--- src/rtl/mc_ctrl.sv ---
// Multi-cycle MIPS-subset control FSM: FETCH/DECODE/EXEC/MEM/WB sequencing with per-state strobes/selects.
// Latency: outputs are combinational decodes of state+IR fields; 2..5+w cycles per instruction.
// Backpressure: stalls in MEM until dmem_ack, aborts after WAIT_MAX non-ack cycles. Option: MC_CTRL_PERF_EN adds counters.
module mc_ctrl #(
    parameter int WAIT_MAX = 15
) (
    input  logic        clk,
    input  logic        reset,
    input  logic [5:0]  opcode,
    input  logic [5:0]  funct,
    input  logic        zero,
    input  logic        dmem_ack,
    output logic        PCWr,
    output logic        IRWr,
    output logic        RegWr,
    output logic        MemWr,
    output logic        dmem_req,
    output logic        ExtOp,
    output logic        ALUSrc,
    output logic [2:0]  ALUOp,
    output logic [1:0]  RegDst,
    output logic [1:0]  WDSel,
    output logic [1:0]  NPCOp,
    output logic [2:0]  state,
    output logic        illegal,
    output logic        mem_err
`ifdef MC_CTRL_PERF_EN
    ,
    output logic [31:0] instr_cnt,
    output logic [31:0] cycle_cnt
`endif
);

    typedef enum logic [2:0] {
        FETCH  = 3'd0,
        DECODE = 3'd1,
        EXEC   = 3'd2,
        MEM    = 3'd3,
        WB     = 3'd4
    } stateT;

    stateT      curState;
    stateT      nextState;
    logic [7:0] waitCnt;
    logic       lastWait;

    logic isR, isAddu, isSubu, isJr, isNop, isOri, isLui, isLw, isSw, isBeq, isJ, isJal;

    // Instruction class decode from the latched IR fields
    always_comb begin
        isR    = (opcode == 6'h00);
        isAddu = isR && (funct == 6'h21);
        isSubu = isR && (funct == 6'h23);
        isJr   = isR && (funct == 6'h08);
        isNop  = isR && (funct == 6'h00);
        isOri  = (opcode == 6'h0d);
        isLui  = (opcode == 6'h0f);
        isLw   = (opcode == 6'h23);
        isSw   = (opcode == 6'h2b);
        isBeq  = (opcode == 6'h04);
        isJ    = (opcode == 6'h02);
        isJal  = (opcode == 6'h03);
    end

    // The WAIT_MAX-th consecutive non-ack MEM cycle is the abort cycle
    assign lastWait = (waitCnt == 8'(WAIT_MAX - 1));

    // State register; reset returns straight to FETCH
    always_ff @(posedge clk or negedge reset) begin
        if (!reset) curState <= FETCH;
        else        curState <= nextState;
    end

    // MEM wait counter: counts non-ack cycles, cleared whenever MEM is left
    always_ff @(posedge clk or negedge reset) begin
        if (!reset)                                    waitCnt <= 8'd0;
        else if (curState == MEM && nextState == MEM)  waitCnt <= waitCnt + 8'd1;
        else                                           waitCnt <= 8'd0;
    end

    // Next state and Moore-style strobes/selects; everything held at 0 while in reset
    always_comb begin
        nextState = curState;
        PCWr      = 1'b0;
        IRWr      = 1'b0;
        RegWr     = 1'b0;
        MemWr     = 1'b0;
        dmem_req  = 1'b0;
        ExtOp     = 1'b0;
        ALUSrc    = 1'b0;
        ALUOp     = 3'd0;
        RegDst    = 2'd0;
        WDSel     = 2'd0;
        NPCOp     = 2'd0;
        illegal   = 1'b0;
        mem_err   = 1'b0;
        if (reset) begin
            // ALU/extender selects stay valid for the whole EXEC..WB span
            if (curState == EXEC || curState == MEM || curState == WB) begin
                ExtOp  = isLw || isSw || isBeq;
                ALUSrc = isOri || isLui || isLw || isSw;
                if (isSubu || isBeq) ALUOp = 3'd1;
                else if (isOri)      ALUOp = 3'd2;
                else if (isLui)      ALUOp = 3'd3;
                else                 ALUOp = 3'd0;
            end
            case (curState)
                FETCH: begin
                    IRWr      = 1'b1;
                    PCWr      = 1'b1;
                    nextState = DECODE;
                end
                DECODE: begin
                    nextState = FETCH;
                    if (isJ) begin
                        PCWr  = 1'b1;
                        NPCOp = 2'd2;
                    end else if (isJal) begin
                        PCWr   = 1'b1;
                        NPCOp  = 2'd2;
                        RegWr  = 1'b1;
                        RegDst = 2'd2;
                        WDSel  = 2'd2;
                    end else if (isJr) begin
                        PCWr  = 1'b1;
                        NPCOp = 2'd3;
                    end else if (isNop) begin
                        nextState = FETCH;
                    end else if (isAddu || isSubu || isOri || isLui || isLw || isSw || isBeq) begin
                        nextState = EXEC;
                    end else begin
                        illegal = 1'b1;
                    end
                end
                EXEC: begin
                    if (isBeq) begin
                        PCWr      = zero;
                        NPCOp     = 2'd1;
                        nextState = FETCH;
                    end else if (isLw || isSw) begin
                        nextState = MEM;
                    end else begin
                        nextState = WB;
                    end
                end
                MEM: begin
                    dmem_req = 1'b1;
                    MemWr    = isSw;
                    if (dmem_ack) begin
                        nextState = isLw ? WB : FETCH;
                    end else if (lastWait) begin
                        mem_err   = 1'b1;
                        nextState = FETCH;
                    end
                end
                WB: begin
                    RegWr     = 1'b1;
                    RegDst    = (isAddu || isSubu) ? 2'd1 : 2'd0;
                    WDSel     = isLw ? 2'd1 : 2'd0;
                    nextState = FETCH;
                end
                default: nextState = FETCH;
            endcase
        end
    end

    assign state = curState;

`ifdef MC_CTRL_PERF_EN
    // Free-running cycle count and retired-instruction count (aborted instructions excluded)
    always_ff @(posedge clk or negedge reset) begin
        if (!reset) begin
            cycle_cnt <= 32'd0;
            instr_cnt <= 32'd0;
        end else begin
            cycle_cnt <= cycle_cnt + 32'd1;
            if (curState != FETCH && nextState == FETCH && !illegal && !mem_err)
                instr_cnt <= instr_cnt + 32'd1;
        end
    end
`endif

endmodule

--- config.mk ---
export PLATFORM = sky130hd
export DESIGN_NAME = mc_ctrl
export DESIGN_NICKNAME = d
export VERILOG_FILES = /design/src/rtl/mc_ctrl.sv
export SDC_FILE = /design/constraint.sdc
export NUM_CORES = 1
export LEC_CHECK = 0
export CAP_MARGIN = 15
export CORE_MARGIN = 2
export CORE_UTILIZATION = 46
export CTS_BUF_LIST = sky130_fd_sc_hd__clkbuf_16
export DETAILED_ROUTE_END_ITERATION = 10
export GPL_TIMING_DRIVEN = 1
export PLACE_DENSITY = 0.9
export SLEW_MARGIN = 20
export SYNTH_ARGS = -nofsm -noshare
export SYNTH_HDL_FRONTEND = slang
export SYNTH_SLANG_ARGS = --single-unit
--- constraint.sdc ---
create_clock -name clk -period 4.2 [get_ports clk]
set_input_delay 0.84 -clock clk [delete_from_list [all_inputs] [get_ports clk]]
set_output_delay 0.84 -clock clk [all_outputs]
set_load 0.05 [all_outputs]
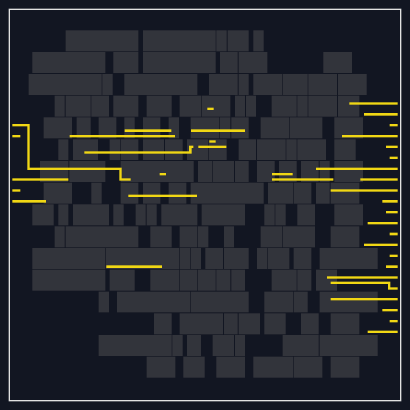
**Above:** M3 wires.
Drawn at 8 px/um.
- wire length on this layer: 186 um
- main direction: horizontal
- nets with wire on the layer: 36
via count: 1009
met3 GRT Util: 0.04630
final WL: 2680 um

==> impl_metrics.tcl <==
# metrics dict for downstream scripts
set metrics [dict create \
    status "finished clean" \
    flop_cell "dfrtp_1" \
    min_period_ns 3.782 \
    die-height_um 48.74 \
    powerSeq_w 0.000117 \
    io_pins 37 \
    flop_area_um2 275.3 \
    met1_length_um 1055 \
    fillers 172 \
    rsz0062_at_grt "no" \
    yosysChipArea_um2 920.9 \
    cts_buffer_depth 2 \
    synthArstFlopShare 1.000 \
    clkPwrFrac 0.424 \
    power_frac_seq 0.296 \
    cts_resized 0 \
    edf_count 0 \
    yosysMostFrequentCell "nor2_1" \
    die_w_um 48.74 \
    whs_endpoint "waitCnt[0]" \
    comb_power_w 0.000111 \
    gp_congestion 0.7929 \
    synth_cells 110 \
    non_clock_inverter_count 3 \
    synth_seq_share 0.2989 \
    cp_cell_sequence "clkdlybuf4s50_1, nand4b_1, nor2_2, nor2_1, nor2_1, clkdlybuf4s50_1" \
    fin_hold_ws_ns 0.5130 \
    ys_types 45 \
    chip_area_um2 2376 \
    avgSynthCellArea_um2 8.372 \
    crit_family "buffers and inverters" \
    numClockSinks 11 \
    power_switching_w 0.0001191 \
    critPathSlowestCell "clkdlybuf4s50_1" \
    comb_area_um2 599.3 \
    crit_arrival_ns 2.94 \
    end_kind "output port" \
    viasPerCell 5.832 \
    p_sw_frac 0.3004 \
    p_per_area_nw_per_um2 286.4 \
    startpoint_type "primary input" \
    holdBufCountCts 0 \
    dp_hpwl_um 2081 \
    max_freq_mhz 264.4 \
    cp-startpoint "opcode[0]" \
    hp-class "reg -> reg" \
    fin_tns_setup_ns 0 \
    num_tap_cells 27 \
    flops 11 \
    syn_nets 128 \
    min_period_over_period 0.9005 \
    clk_latency_ns 0.24 \
    dr_wl_met3_um 185 \
    comb_share 0.4331 \
    max_cap_violations 0 \
    topCellsByArea "dfrtp_1 (30%), nor2_1 (8.2%), xor2_1 (4.8%)" \
    fin_skew_ns 0.001324 \
    combPwrFrac 0.279 \
    top_layer_used "met4" \
    buf_share 0.2785 \
    cp_max_fo 9 \
    largest_reg_flops 8 \
    cts_buffers 3 \
    p_clk_w 0.000168 \
    met1_usage 0.2787 \
    holdCritStartpoint "waitCnt[0]" \
    synth_flops 11 \
    top_register "waitCnt" \
    path_buffers 2 \
    lay_top_cells "clkdlybuf4s50_1 (23), nor2_1 (20), dfrtp_1 (11), buf_4 (10)" \
    cts-root-buf "clkbuf_16" \
    placementRows 16 \
    p_int_w 0.0002773 \
    comb_cells 91 \
    grt.overflow.total 0 \
    grt_busiest_layer "met2" \
]
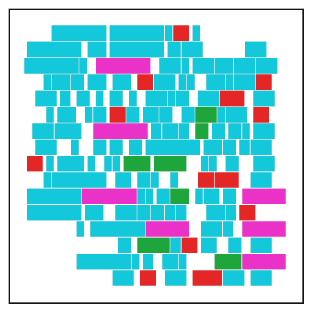
**Above:** drive-strength map.
Drawn at 6 px/um.
- drive 1 or less: cyan (cells 119; share 82%; most used clkdlybuf4s50_1)
- drive 3 to 4: red (cells 13; share 8.9%; most used buf_4)
- drive 6 and up: magenta (cells 7; share 4.8%; most used buf_12)
- drive 2: green (cells 7; share 4.8%)
Worst Setup Slack, final: 0.4180 ns
Final Cell Area: 1384 um2
area grow syn2layout: 50.27%
Buffers, non-clock: 37

[logic make-up after synthesis]
logic type / count (synthesis) / synth area share
xor+xnor: 6 / 0.05706
other cells: 1 / 0.004072
fa+ha+maj: 2 / 0.02717
compound gates: 14 / 0.1304
buf+inv: 8 / 0.05026
flops: 11 / 0.2989
simple gates: 68 / 0.4321
[per-stage QoR]
stage | util | area [um2] | setup slack, ns | total power [W] | cells
2_1_floorplan | - | 920.9 | 0.3241 | 0.0001803 | 110
3_3_place_gp | 0.6790 | 1305 | 0.5091 | 0.0002257 | 169
3_5_place_dp | 0.6790 | 1305 | 0.4577 | 0.0002290 | 169
4_1_cts | 0.7201 | 1384 | 0.4492 | 0.0003975 | 173
5_1_grt | 0.7201 | 1384 | 0.3022 | 0.0004115 | 173
6_report | 0.7201 | 1384 | 0.4180 | 0.0003964 | 173
Power and IR drop assume default switching activity.
